$ cat config.mk
export PLATFORM = sky130hd
export DESIGN_NAME = seq_detector_param
export DESIGN_NICKNAME = d
export VERILOG_FILES = /design/src/rtl/seq_detector_pkg.sv /design/src/rtl/seq_match_cmp.sv /design/src/rtl/seq_detector_param.sv
export SDC_FILE = /design/constraint.sdc
export NUM_CORES = 1
export LEC_CHECK = 0
export ABC_AREA = 1
export CORE_AREA = 10 10 71 73
export CTS_BUF_LIST = sky130_fd_sc_hd__clkbuf_8 sky130_fd_sc_hd__clkbuf_16
export DETAILED_ROUTE_END_ITERATION = 10
export DIE_AREA = 0 0 81 83
export GPL_ROUTABILITY_DRIVEN = 1
export RECOVER_POWER = 100
export SLEW_MARGIN = 25
export SYNTH_ARGS = -nofsm -noshare
export SYNTH_HDL_FRONTEND = slang
export SYNTH_SLANG_ARGS = --single-unit
$ cat constraint.sdc
create_clock -name clk -period 1.83 [get_ports clk]
set_clock_uncertainty 0.15 [all_clocks]
set_input_delay 0.2745 -clock clk [delete_from_list [all_inputs] [get_ports clk]]
set_output_delay 0.2745 -clock clk [all_outputs]
set_load 0.03 [all_outputs]
$ cat src/rtl/seq_detector_pkg.sv
`default_nettype none
// ============================================================================
//  Module      : seq_detector_pkg
//  Description : Shared constants, types and helpers for the parametrised
//                serial-pattern detector. The configuration bundle is sized
//                for the largest supported pattern (32 bits). Narrower
//                instances zero-extend into it, and the unused upper bits are
//                constant and are pruned by synthesis.
//  Revision    : 1.0 - initial release
// ============================================================================
package seq_detector_pkg;

    // Default and upper bound for the pattern length.
    localparam int unsigned C_MAX_LEN_DEFAULT = 8;
    localparam int unsigned C_PAT_W           = 32;

    // Width needed to hold a length value 0..max_len.
    function automatic int unsigned len_width(input int unsigned max_len);
        return $clog2(max_len + 1);
    endfunction

    localparam int unsigned C_LEN_W_LIMIT = len_width(C_PAT_W);

    // Configuration bundle held in the shadow registers.
    typedef struct packed {
        logic [C_PAT_W-1:0]       pattern;
        logic [C_LEN_W_LIMIT-1:0] len;
        logic                     overlap;
    } cfg_t;

    // Reset values of the shadow configuration.
    localparam logic [C_PAT_W-1:0] C_RST_PATTERN = '0;
    localparam logic               C_RST_OVERLAP = 1'b0;

    // The reset length equals the instance's MAX_LEN, so it is built by a function.
    function automatic cfg_t rst_cfg(input int unsigned max_len);
        cfg_t c;
        c.pattern = C_RST_PATTERN;
        c.len     = C_LEN_W_LIMIT'(max_len);
        c.overlap = C_RST_OVERLAP;
        return c;
    endfunction

endpackage : seq_detector_pkg
`default_nettype wire

$ cat src/rtl/seq_match_cmp.sv
`default_nettype none
// ============================================================================
//  Module      : seq_match_cmp
//  Description : Combinational masked compare. It asserts o_match when the
//                low i_len bits of i_hist equal the low i_len bits of
//                i_pattern. Bits at or above i_len are ignored.
//  Ports       : i_hist    - shift history, newest bit at bit 0
//                i_pattern - programmed pattern, last expected bit at bit 0
//                i_len     - active length in bits
//                o_match   - masked equality result
//  Revision    : 1.0 - initial release
// ============================================================================
module seq_match_cmp
    import seq_detector_pkg::*;
(
    input  logic [C_PAT_W-1:0]       i_hist,
    input  logic [C_PAT_W-1:0]       i_pattern,
    input  logic [C_LEN_W_LIMIT-1:0] i_len,
    output logic                     o_match
);

    logic [C_PAT_W-1:0] w_mask;

    // Thermometer mask: bit i is active when i < len.
    for (genvar i = 0; i < C_PAT_W; i++) begin : g_mask
        assign w_mask[i] = (C_LEN_W_LIMIT'(i) < i_len);
    end

    assign o_match = (((i_hist ^ i_pattern) & w_mask) == '0);

endmodule : seq_match_cmp
`default_nettype wire

$ cat src/rtl/seq_detector_param.sv
`default_nettype none
// ============================================================================
//  Module      : seq_detector_param
//  Description : Moore serial-pattern detector with a programmable pattern
//                and length (1..MAX_LEN). Overlapping or non-overlapping
//                detection is selectable. Serial bits are qualified by
//                x_valid. z is registered and pulses for one cycle after the
//                edge that accepts a completing bit.
//  Option      : define SEQ_DETECTOR_MATCH_CNT_EN to add the saturating
//                match_cnt output and its counter.
//  Ports       : clk         - rising-edge clock
//                reset       - asynchronous reset, active low
//                x, x_valid  - serial bit and its qualifier
//                cfg_pattern - pattern, bit [cfg_len-1] arrives first
//                cfg_len     - active length; 0 or >MAX_LEN maps to MAX_LEN
//                cfg_overlap - 1 = overlapping detection
//                cfg_load    - latch cfg_* and clear detection history
//                z           - match pulse
//                match_cnt   - saturating match count (option only)
//  Revision    : 1.0 - initial release
// ============================================================================
module seq_detector_param
    import seq_detector_pkg::*;
#(
    parameter int unsigned MAX_LEN = C_MAX_LEN_DEFAULT,
    parameter int unsigned CNT_W   = 16
) (
    input  logic                          clk,
    input  logic                          reset,
    input  logic                          x,
    input  logic                          x_valid,
    input  logic [MAX_LEN-1:0]            cfg_pattern,
    input  logic [len_width(MAX_LEN)-1:0] cfg_len,
    input  logic                          cfg_overlap,
    input  logic                          cfg_load,
    output logic                          z
`ifdef SEQ_DETECTOR_MATCH_CNT_EN
    ,
    output logic [CNT_W-1:0]              match_cnt
`endif
);

    localparam int unsigned        LEN_W       = len_width(MAX_LEN);
    localparam logic [LEN_W-1:0]   C_MAX_LEN_L = LEN_W'(MAX_LEN);

    if (MAX_LEN < 2 || MAX_LEN > C_PAT_W || CNT_W < 1) begin : g_bad_param
        $error("seq_detector_param: MAX_LEN must be 2..32 and CNT_W >= 1");
    end

    cfg_t               r_shadow;
    logic [MAX_LEN-1:0] r_hist;
    logic [LEN_W-1:0]   r_fill;
    logic               r_z;

    logic [MAX_LEN-1:0] w_hist_next;
    logic [LEN_W-1:0]   w_fill_next;
    logic [LEN_W-1:0]   w_load_len;
    cfg_t               w_load_cfg;
    logic               w_cmp_match;
    logic               w_hit;

    // Length clamp applied at load time, so detection never sees an illegal length.
    assign w_load_len         = (cfg_len == '0 || cfg_len > C_MAX_LEN_L) ? C_MAX_LEN_L : cfg_len;
    assign w_load_cfg.pattern = C_PAT_W'(cfg_pattern);
    assign w_load_cfg.len     = C_LEN_W_LIMIT'(w_load_len);
    assign w_load_cfg.overlap = cfg_overlap;

    // Values after accepting x. The match is judged on these, not on the current registers.
    assign w_hist_next = {r_hist[MAX_LEN-2:0], x};
    assign w_fill_next = (r_fill == C_MAX_LEN_L) ? r_fill : r_fill + 1'b1;

    seq_match_cmp u_cmp (
        .i_hist    (C_PAT_W'(w_hist_next)),
        .i_pattern (r_shadow.pattern),
        .i_len     (r_shadow.len),
        .o_match   (w_cmp_match)
    );

    // A match also needs at least len fresh bits since the last clear.
    assign w_hit = x_valid && !cfg_load && w_cmp_match
                   && (C_LEN_W_LIMIT'(w_fill_next) >= r_shadow.len);

    always_ff @(posedge clk or negedge reset) begin
        if (!reset) begin
            r_shadow <= rst_cfg(MAX_LEN);
            r_hist   <= '0;
            r_fill   <= '0;
            r_z      <= 1'b0;
        end else if (cfg_load) begin
            r_shadow <= w_load_cfg;
            r_hist   <= '0;
            r_fill   <= '0;
            r_z      <= 1'b0;
        end else if (x_valid) begin
            r_hist <= w_hist_next;
            r_z    <= w_hit;
            // Non-overlap restarts the fill count so the next match needs len new bits.
            if (w_hit && !r_shadow.overlap) begin
                r_fill <= '0;
            end else begin
                r_fill <= w_fill_next;
            end
        end else begin
            r_z <= 1'b0;
        end
    end

    assign z = r_z;

`ifdef SEQ_DETECTOR_MATCH_CNT_EN
    logic [CNT_W-1:0] r_match_cnt;

    always_ff @(posedge clk or negedge reset) begin
        if (!reset) begin
            r_match_cnt <= '0;
        end else if (cfg_load) begin
            r_match_cnt <= '0;
        end else if (w_hit && (r_match_cnt != '1)) begin
            r_match_cnt <= r_match_cnt + 1'b1;
        end
    end

    assign match_cnt = r_match_cnt;
`endif

endmodule : seq_detector_param
`default_nettype wire

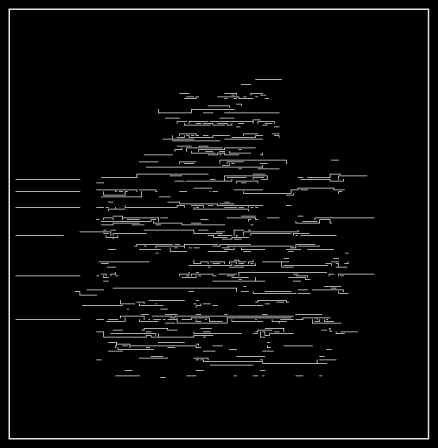
Fig. 1. M1 wires (run 1).
nets with wire on the layer: 207
main direction: horizontal
wire length on this layer: 1410 um
via count: 1129
met1 GRT Util: 12.2%
routed wire length: 2950 um

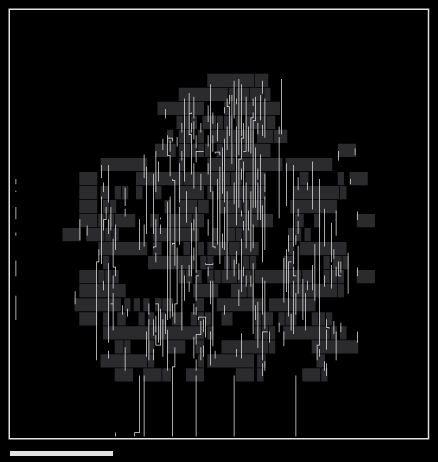
Fig. 2. Met2 routing (run 1).
The bar under the picture is 20 um long. Cells faint in the background.
main direction: vertical
share of all routed wire: 47%
wire length on this layer: 1380 um
GR Util met2: 13.8%

==> results.json, run 1 <==
{
  "wl_met2_um": 1380,
  "grt_pass1_wl_um": 5080,
  "wl_met1_um": 1410,
  "flop_cell": "dfrtp_1",
  "seq_cell_count": 25,
  "n_fill_cell": 370,
  "synthTopCellsByArea": "dfrtp_1 (45%), nand2_1 (17%), inv_1 (8.7%), ha_1 (5.6%), o21ai_0 (4.1%)",
  "layout_setup_ws_ps": -109,
  "min_period_ps": 1940,
  "r2r-end": "r_fill[0]$_DFFE_PN0P_",
  "fp_util_pct": 37.0,
  "hold_viol_final": 0,
  "largest_reg_flops": 13,
  "setup_viol": 5,
  "nets": 229,
  "finalMaxSlewViolations": 0,
  "numClockSinks": 25,
  "holdPathStages": 2,
  "postCtsSetupBuffers": 5,
  "rsz0062_at_grt": "true",
  "comb_share_pct": 37.9,
  "outcome": "complete, but fails checks",
  "cts_max_level": 1,
  "slew_headroom_pct": 58.8,
  "violations": "setup timing",
  "drcViolationCount": 0,
  "synth_warnings": 0,
  "ff2ff_path_depth": 9,
  "crit_type": "flop to flop",
  "design_area_um2": 1780,
  "total_leakage_power_uw": 0.000880,
  "hpwl_um": 2180,
  "p_per_area_nw_per_um2": 694,
  "p_switching_uw": 362,
  "holdWs_ps": 370,
  "reg2reg_setup_slack_ps": -110,
  "layout_top_cell": "nand2_1",
  "crit_path_end_kind": "flop",
  "synth.avg_cell_area_um2": 7.68,
  "clk_pin_slew_ps": 100
}
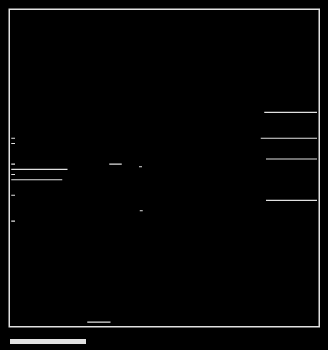
Fig. 3. The metal 3 layer (run 1).
The bar under the picture is 20 um long.
share of all routed wire: 3.2%
main direction: horizontal
longest straight run: 14.5 um
wire length on this layer: 95.2 um
nets with wire on the layer: 14
grt met3 use: 1.72%

==> run 2: changes to the inputs <==
--- a/config.mk
+++ b/config.mk
@@ -11,6 +11,7 @@
 export DETAILED_ROUTE_END_ITERATION = 10
 export DIE_AREA = 0 0 81 83
 export GPL_ROUTABILITY_DRIVEN = 1
+export PLACE_DENSITY = 0.6
 export RECOVER_POWER = 100
 export SLEW_MARGIN = 25
 export SYNTH_ARGS = -nofsm -noshare
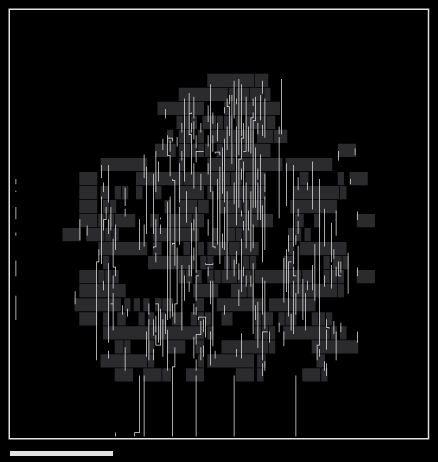
Fig. 4. Met2 routing (run 2).
The bar under the picture is 20 um long. Cells faint in the background.
wire length on this layer: 1380 um
longest straight run: 32.1 um
main direction: vertical

==> run 2 against run 1 <==
The flow still finishes with violations (setup timing). Hold slack unchanged. Flip-flop count unchanged. Critical path depth unchanged. Final area did not move. Wire length stayed put. Sequential power hardly changed. Global-route usage stayed put. Via count is the same. Synthesized cell count unchanged. Synthesized area stayed put. Largest power group unchanged.
==> results.json, run 2 <==
{
  "synthAoiAreaFrac_pct": 9.78,
  "nets": 229,
  "holdWs_ps": 370,
  "crit_type": "flop to flop",
  "clk_pin_slew_ps": 100,
  "n_fill_cell": 370,
  "violations": "setup timing",
  "crit_path_end_kind": "flop",
  "p_switching_uw": 362,
  "flop_cell": "dfrtp_1",
  "grt_pass1_wl_um": 5080,
  "comb_share_pct": 37.9,
  "grt_max_degree": 26,
  "setup_viol": 5,
  "ff2ff_path_depth": 9,
  "hold_viol_final": 0,
  "layout_top_cell": "nand2_1",
  "wl_met1_um": 1410,
  "synth_warnings": 0,
  "numClockSinks": 25,
  "largest_reg_flops": 13,
  "use_met2_pct": 13.8,
  "seq_cell_count": 25,
  "design_area_um2": 1780,
  "outcome": "complete, but fails checks",
  "netlist_top_cells_count": "nand2_1 (62), inv_1 (31), dfrtp_1 (24), o21ai_0 (11), nor2_1 (9)",
  "synth.avg_cell_area_um2": 7.68,
  "routed_wl_um": 2950,
  "slew_headroom_pct": 58.8,
  "vias": 1129,
  "synthTopCellsByArea": "dfrtp_1 (45%), nand2_1 (17%), inv_1 (8.7%), ha_1 (5.6%), o21ai_0 (4.1%)",
  "finalMaxSlewViolations": 0,
  "layout_setup_ws_ps": -109,
  "met1_usage_pct": 12.2,
  "rsz0062_at_grt": "true",
  "fp_util_pct": 37.0,
  "wl_met2_um": 1380,
  "drcViolationCount": 0,
  "cts_max_level": 1
}
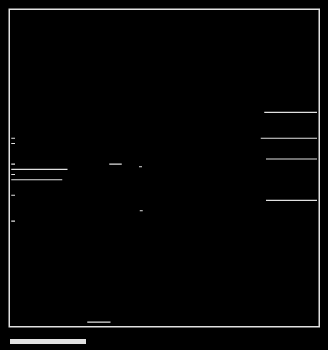
Fig. 5. The metal 3 layer (run 2).
The bar under the picture is 20 um long.
longest straight run: 14.5 um
share of all routed wire: 3.2%

Power and IR drop assume default switching activity.
